==> src/rtl/riscv_pkg.sv <==
// Shared RV32I definitions for the memory stage: opcodes, load/store width codes,
// the memory-access FSM state type, the EX/MEM register layout, and lane helpers.
// Purely declarative; no latency, no backpressure.
package riscv_pkg;

   // Major opcodes seen by the memory stage.
   localparam logic [6:0] LOAD   = 7'b0000011;
   localparam logic [6:0] STORE  = 7'b0100011;
   localparam logic [6:0] BRANCH = 7'b1100011;
   localparam logic [6:0] REG_OP = 7'b0110011;
   localparam logic [6:0] IMM_OP = 7'b0010011;
   localparam logic [6:0] LUI    = 7'b0110111;
   localparam logic [6:0] JALR   = 7'b1100111;

   // Load width/sign codes.
   localparam logic [2:0] LB  = 3'b000;
   localparam logic [2:0] LH  = 3'b001;
   localparam logic [2:0] LW  = 3'b010;
   localparam logic [2:0] LBU = 3'b100;
   localparam logic [2:0] LHU = 3'b101;

   // Store width codes.
   localparam logic [2:0] SB  = 3'b000;
   localparam logic [2:0] SH  = 3'b001;
   localparam logic [2:0] SW  = 3'b010;

   typedef enum logic {
      IDLE   = 1'b0,
      ACCESS = 1'b1
   } mem_state_e;

   // EX/MEM pipeline register contents.
   typedef struct packed {
      logic        valid;
      logic [6:0]  opcode;
      logic [2:0]  funct3;
      logic [4:0]  rd;
      logic [31:0] res;
      logic [31:0] sdata;
   } exmem_t;

   // Byte lane where the access starts. Halfwords only look at addr[1] and
   // words always start at lane 0, so unchecked low bits are simply dropped.
   function automatic logic [1:0] lane_offset(input logic [2:0] funct3,
                                              input logic [1:0] addr_lo);
      logic [1:0] off;
      case (funct3[1:0])
         2'b00:   off = addr_lo;
         2'b01:   off = {addr_lo[1], 1'b0};
         default: off = 2'b00;
      endcase
      return off;
   endfunction

   // Byte enables for an access starting at lane 'off' (already width-aligned).
   function automatic logic [3:0] byte_enables(input logic [2:0] funct3,
                                               input logic [1:0] off);
      logic [3:0] be;
      case (funct3[1:0])
         2'b00:   be = 4'b0001 << off;
         2'b01:   be = 4'b0011 << off;
         default: be = 4'b1111;
      endcase
      return be;
   endfunction

   // Replicate store data across all lanes so the memory can pick any lane
   // using the byte enables alone.
   function automatic logic [31:0] store_lanes(input logic [2:0]  funct3,
                                               input logic [31:0] data);
      logic [31:0] w;
      case (funct3[1:0])
         2'b00:   w = {4{data[7:0]}};
         2'b01:   w = {2{data[15:0]}};
         default: w = data;
      endcase
      return w;
   endfunction

endpackage

==> src/rtl/load_align.sv <==
// Load data aligner: shifts the read word down to the addressed lane and extends it.
// Purely combinational, zero latency.
// No flow control; output follows the inputs.
//
// Ports:
//   rdata_i  - raw 32-bit word from data memory
//   offset_i - starting byte lane of the access
//   funct3_i - load width/sign code (LB, LH, LW, LBU, LHU)
//   data_o   - aligned, sign/zero-extended result
module load_align
   import riscv_pkg::*;
(
   input  logic [31:0] rdata_i,
   input  logic [1:0]  offset_i,
   input  logic [2:0]  funct3_i,
   output logic [31:0] data_o
);

   logic [31:0] shifted;

   assign shifted = rdata_i >> {offset_i, 3'b000};

   always_comb begin
      data_o = shifted;
      case (funct3_i)
         LB:      data_o = {{24{shifted[7]}},  shifted[7:0]};
         LH:      data_o = {{16{shifted[15]}}, shifted[15:0]};
         LW:      data_o = shifted;
         LBU:     data_o = {24'h000000, shifted[7:0]};
         LHU:     data_o = {16'h0000,   shifted[15:0]};
         default: data_o = shifted;
      endcase
   end

endmodule

==> src/rtl/mem_stage.sv <==
// RV32I memory-access stage: EX/MEM register, data-memory req/ack access, load alignment, MEM/WB register.
// Latency: non-memory op reaches WB 1 cycle after entering MEM; memory op on the edge after dmem_ack.
// Backpressure: stall_MEM holds the upstream stages and the EX/MEM register until the access is acked.
//
// Optional feature macro: MEM_ALIGN_CHECK_EN (adds misalign_MEM; misaligned H/W accesses issue no request).
//
// Ports:
//   clk, reset          - clock, synchronous active-high reset
//   *_EX                - instruction arriving from execute (valid, opcode, funct3, rd, result/address, store data)
//   stall_MEM           - freezes fetch/decode/execute
//   dmem_*              - request/acknowledge data-memory port (word address, byte enables, replicated data)
//   rd_MEM / res_MEM    - forwarding tap from the MEM slot
//   rd_WB / res_WB      - register write-back (rd_WB = 0 means no write)
//   misalign_MEM        - one-cycle misaligned-access flag (only with MEM_ALIGN_CHECK_EN)
module mem_stage
   import riscv_pkg::*;
#(
   parameter int ADDR_W = 32
) (
   input  logic              clk,
   input  logic              reset,
   input  logic              valid_EX,
   input  logic [6:0]        opcode_EX,
   input  logic [2:0]        funct3_EX,
   input  logic [4:0]        rd_EX,
   input  logic [31:0]       res_EX,
   input  logic [31:0]       x2_EX,
   output logic              stall_MEM,
   output logic              dmem_req,
   output logic              dmem_we,
   output logic [ADDR_W-1:0] dmem_addr,
   output logic [3:0]        dmem_be,
   output logic [31:0]       dmem_wdata,
   input  logic              dmem_ack,
   input  logic [31:0]       dmem_rdata,
   output logic [4:0]        rd_MEM,
   output logic [31:0]       res_MEM,
   output logic [4:0]        rd_WB,
   output logic [31:0]       res_WB
`ifdef MEM_ALIGN_CHECK_EN
   ,
   output logic              misalign_MEM
`endif
);

   exmem_t     ex_q, ex_d;
   mem_state_e state_q, state_d;
   logic [4:0]  rd_wb_q, rd_wb_d;
   logic [31:0] res_wb_q, res_wb_d;

   logic        is_load;
   logic        is_store;
   logic        is_mem;
   logic        misaligned;
   logic        mem_issue;
   logic        writes_rd;
   logic [1:0]  offset;
   logic [31:0] load_data;

   // ------------------------------------------------------------------
   // MEM slot decode
   // ------------------------------------------------------------------
   assign is_load  = ex_q.valid & (ex_q.opcode == LOAD);
   assign is_store = ex_q.valid & (ex_q.opcode == STORE);
   assign is_mem   = is_load | is_store;

`ifdef MEM_ALIGN_CHECK_EN
   assign misaligned = is_mem &
                       (((ex_q.funct3[1:0] == 2'b01) & ex_q.res[0]) |
                        ((ex_q.funct3[1:0] == 2'b10) & (ex_q.res[1:0] != 2'b00)));
   assign misalign_MEM = misaligned;
`else
   assign misaligned = 1'b0;
`endif

   // A misaligned access never reaches the memory port, so it cannot stall.
   assign mem_issue = is_mem & ~misaligned;
   assign writes_rd = (ex_q.opcode != STORE) & (ex_q.opcode != BRANCH);
   assign offset    = lane_offset(ex_q.funct3, ex_q.res[1:0]);

   load_align u_load_align (
      .rdata_i  (dmem_rdata),
      .offset_i (offset),
      .funct3_i (ex_q.funct3),
      .data_o   (load_data)
   );

   // An ack without an issued access (req low) has no effect here.
   assign stall_MEM = mem_issue & ~dmem_ack;

   // ------------------------------------------------------------------
   // Access FSM. The request is raised combinationally from IDLE so a
   // zero-wait memory completes in the instruction's first MEM cycle.
   // ------------------------------------------------------------------
   always_comb begin
      state_d  = state_q;
      dmem_req = 1'b0;
      case (state_q)
         IDLE: begin
            dmem_req = mem_issue;
            if (mem_issue & ~dmem_ack) begin
               state_d = ACCESS;
            end
         end
         ACCESS: begin
            dmem_req = 1'b1;
            if (dmem_ack) begin
               state_d = IDLE;
            end
         end
         default: state_d = IDLE;
      endcase
   end

   // Port fields are driven from the held EX/MEM register, so they stay
   // stable for the whole access; zero when nothing is issued.
   assign dmem_we    = mem_issue & is_store;
   assign dmem_addr  = mem_issue ? {ex_q.res[ADDR_W-1:2], 2'b00} : '0;
   assign dmem_be    = mem_issue ? byte_enables(ex_q.funct3, offset) : 4'b0000;
   assign dmem_wdata = (mem_issue & is_store) ? store_lanes(ex_q.funct3, ex_q.sdata) : 32'h0;

   // ------------------------------------------------------------------
   // Forwarding taps
   // ------------------------------------------------------------------
   assign rd_MEM  = (ex_q.valid & writes_rd & ~misaligned) ? ex_q.rd : 5'd0;
   // Load data is only meaningful in the ack cycle; in any other cycle the
   // stall keeps consumers from using it.
   assign res_MEM = is_load ? load_data : ex_q.res;

   // ------------------------------------------------------------------
   // Next-state for the pipeline registers
   // ------------------------------------------------------------------
   always_comb begin
      ex_d = ex_q;
      if (!stall_MEM) begin
         ex_d.valid  = valid_EX;
         ex_d.opcode = opcode_EX;
         ex_d.funct3 = funct3_EX;
         ex_d.rd     = rd_EX;
         ex_d.res    = res_EX;
         ex_d.sdata  = x2_EX;
      end
   end

   // A stalled edge pushes a bubble into WB.
   always_comb begin
      rd_wb_d  = rd_MEM;
      res_wb_d = res_MEM;
      if (stall_MEM) begin
         rd_wb_d  = 5'd0;
         res_wb_d = res_wb_q;
      end
   end

   always_ff @(posedge clk) begin
      if (reset) begin
         ex_q     <= '0;
         state_q  <= IDLE;
         rd_wb_q  <= 5'd0;
         res_wb_q <= 32'h0;
      end else begin
         ex_q     <= ex_d;
         state_q  <= state_d;
         rd_wb_q  <= rd_wb_d;
         res_wb_q <= res_wb_d;
      end
   end

   assign rd_WB  = rd_wb_q;
   assign res_WB = res_wb_q;

endmodule

==> config.mk <==
export PLATFORM = sky130hd
export DESIGN_NAME = mem_stage
export DESIGN_NICKNAME = d
export VERILOG_FILES = /design/src/rtl/riscv_pkg.sv /design/src/rtl/load_align.sv /design/src/rtl/mem_stage.sv
export SDC_FILE = /design/constraint.sdc
export NUM_CORES = 1
export LEC_CHECK = 0
export CORE_MARGIN = 5
export CORE_UTILIZATION = 46
export DETAILED_ROUTE_END_ITERATION = 16
export GPL_ROUTABILITY_DRIVEN = 0
export GPL_TIMING_DRIVEN = 0
export PLACE_DENSITY = 0.91
export SETUP_SLACK_MARGIN = 0.05
export SLEW_MARGIN = 0
export SYNTH_ARGS = -nofsm -noshare
export SYNTH_HDL_FRONTEND = slang
export SYNTH_SLANG_ARGS = --single-unit
==> constraint.sdc <==
create_clock -name clk -period 4.01 [get_ports clk]
set_input_delay 0.6015 -clock clk [delete_from_list [all_inputs] [get_ports clk]]
set_output_delay 0.6015 -clock clk [all_outputs]
set_load 0.01 [all_outputs]
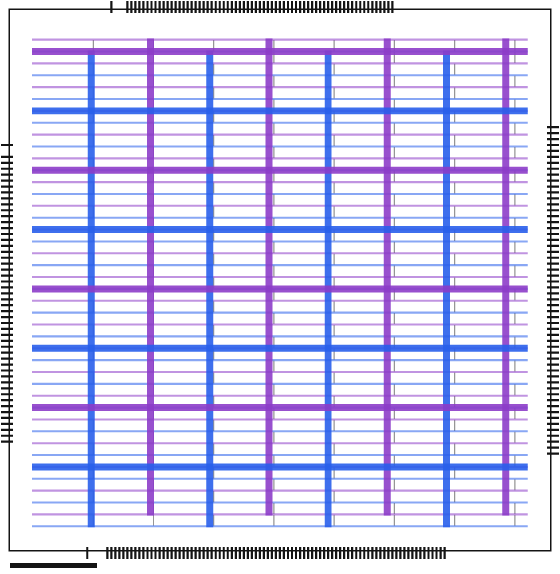
(supply network)
The bar under the picture is 20 µm long. Pins as bars on the die edge. Tap cells in grey.
colour	net
purple	VDD
blue	VSS
rows	41
tap cells	172
VDD IR max: 0.301 mV
die width: 124 µm
Die Height: 124 µm
Placeable Area: 12,700 µm²

==> impl_metrics.tcl <==
# collected from the flow reports
set metrics [dict create \
    status "complete, no violations" \
    area_delta_synth_final_pct 57.8 \
    rsz0062_at_grt "false" \
    seq_area_share_pct 25.1 \
    wirelength_met1_mm 9.55 \
    io_pins 260 \
    cp_max_fo 10 \
    finalCritPeriodShare_pct 96.4 \
    cp_top_family "buffers and inverters" \
    ys_seq_share_pct 39.7 \
    setup_viol 0 \
    largestClassByArea "combinational gates" \
    p_seq_share_pct 39.0 \
    place_hpwl_mm 18.8 \
    worstPathCellList "clkdlybuf4s50_1 > nor3b_1 > nand2_1 > a21boi_1 > nor3_4 > buf_6 > a21oi_1 > clkdlybuf4s50_1" \
    cp_slowest_cell "a21boi_1" \
    layout.cells.most_common "clkdlybuf4s50_1" \
    ctsHoldBuffers 0 \
    layoutNonFillerInstCount 1235 \
    power_frac_comb_pct 14.2 \
    synthCells 770 \
    h-tree-depth 4 \
    crit_path_frequent_cell "clkdlybuf4s50_1" \
    comb_cells 579 \
    busiest_layer "met2" \
    yosys_warnings 0 \
    slew-limit-headroom_pct 45.2 \
    dr_wl_met2_mm 11.8 \
    cts.sinks 118 \
    crit_start "dmem_rdata[15]" \
    top_layer "met4" \
    drtIter0Drc 688 \
    r2r_start "ex_q[74]" \
    grtUsageTotal_pct 32.8 \
    flop_cell "dfxtp_1" \
    fin_nets 1165 \
    clock_latency_ps 430 \
    grt_overflow 0 \
    yosys.area_share.aoi_pct 21.2 \
    cp_num_cells 8 \
    grt_pass1_vias 6985 \
    hold_depth 2 \
    power.total_uw 3290 \
    regArea_um2 2360 \
    clkPwrFrac_pct 46.8 \
    period_needed_ps 3870 \
    synth-cells-yosys 770 \
    ys_sh_xor_pct 0 \
    pg_comb_uw 467 \
    largest_register_ff_count 80 \
    required_ps 3410 \
    worst-r2r-cell-count 8 \
    synth-adder-area-share_pct 0 \
    numPortBuffers 257 \
    num_antenna_cells 0 \
    clk_pin_slew_worst_paths_ps 50 \
    use_met2_pct 52.4 \
    n_all_buffers 322 \
    nonClkBufAreaFrac_pct 30.9 \
    tns_ps 0 \
]
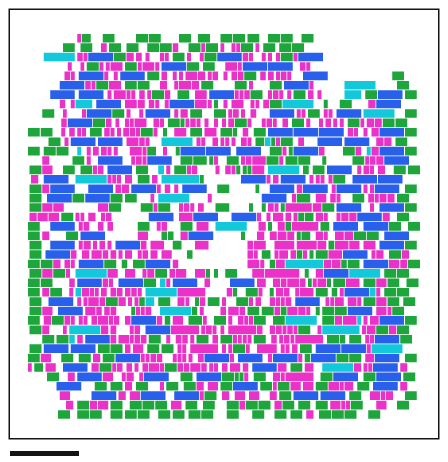
(cells coloured by class)
The bar under the picture is 20 µm long.
colour	class	cells
green	other buffers and delay cells	322
cyan	clock drivers and dummy loads	32
magenta	all other logic	591
blue	flops	118
Post-Layout Inst Area: 9390 µm²
Finished Core Util: 74.1%

## cells in the mapped netlist (8+ instances only)
master / number / area, µm²
a21oi_1: 118 / 591
nor3_1: 15 / 75.1
mux2i_1: 19 / 190
nor2_1: 83 / 312
o31ai_1: 9 / 67.6
inv_1: 11 / 41.3
o21ai_0: 10 / 50.1
clkbuf_1: 39 / 146
buf_2: 12 / 60.1
a22o_1: 30 / 263
and3_1: 9 / 56.3
mux2_2: 8 / 90.1
and2_1: 46 / 288
a31oi_1: 9 / 56.3
dfxtp_1: 118 / 2360
nand2_1: 165 / 619
a211o_1: 9 / 78.8
## what timing repair did
action / CTS / global route
endpoints found under the setup margin: 62 / 63
pin swaps: 2 / 1
gates resized: 5 / 6
hold endpoints to repair: 0 / 0
buffers inserted: 2 / 2
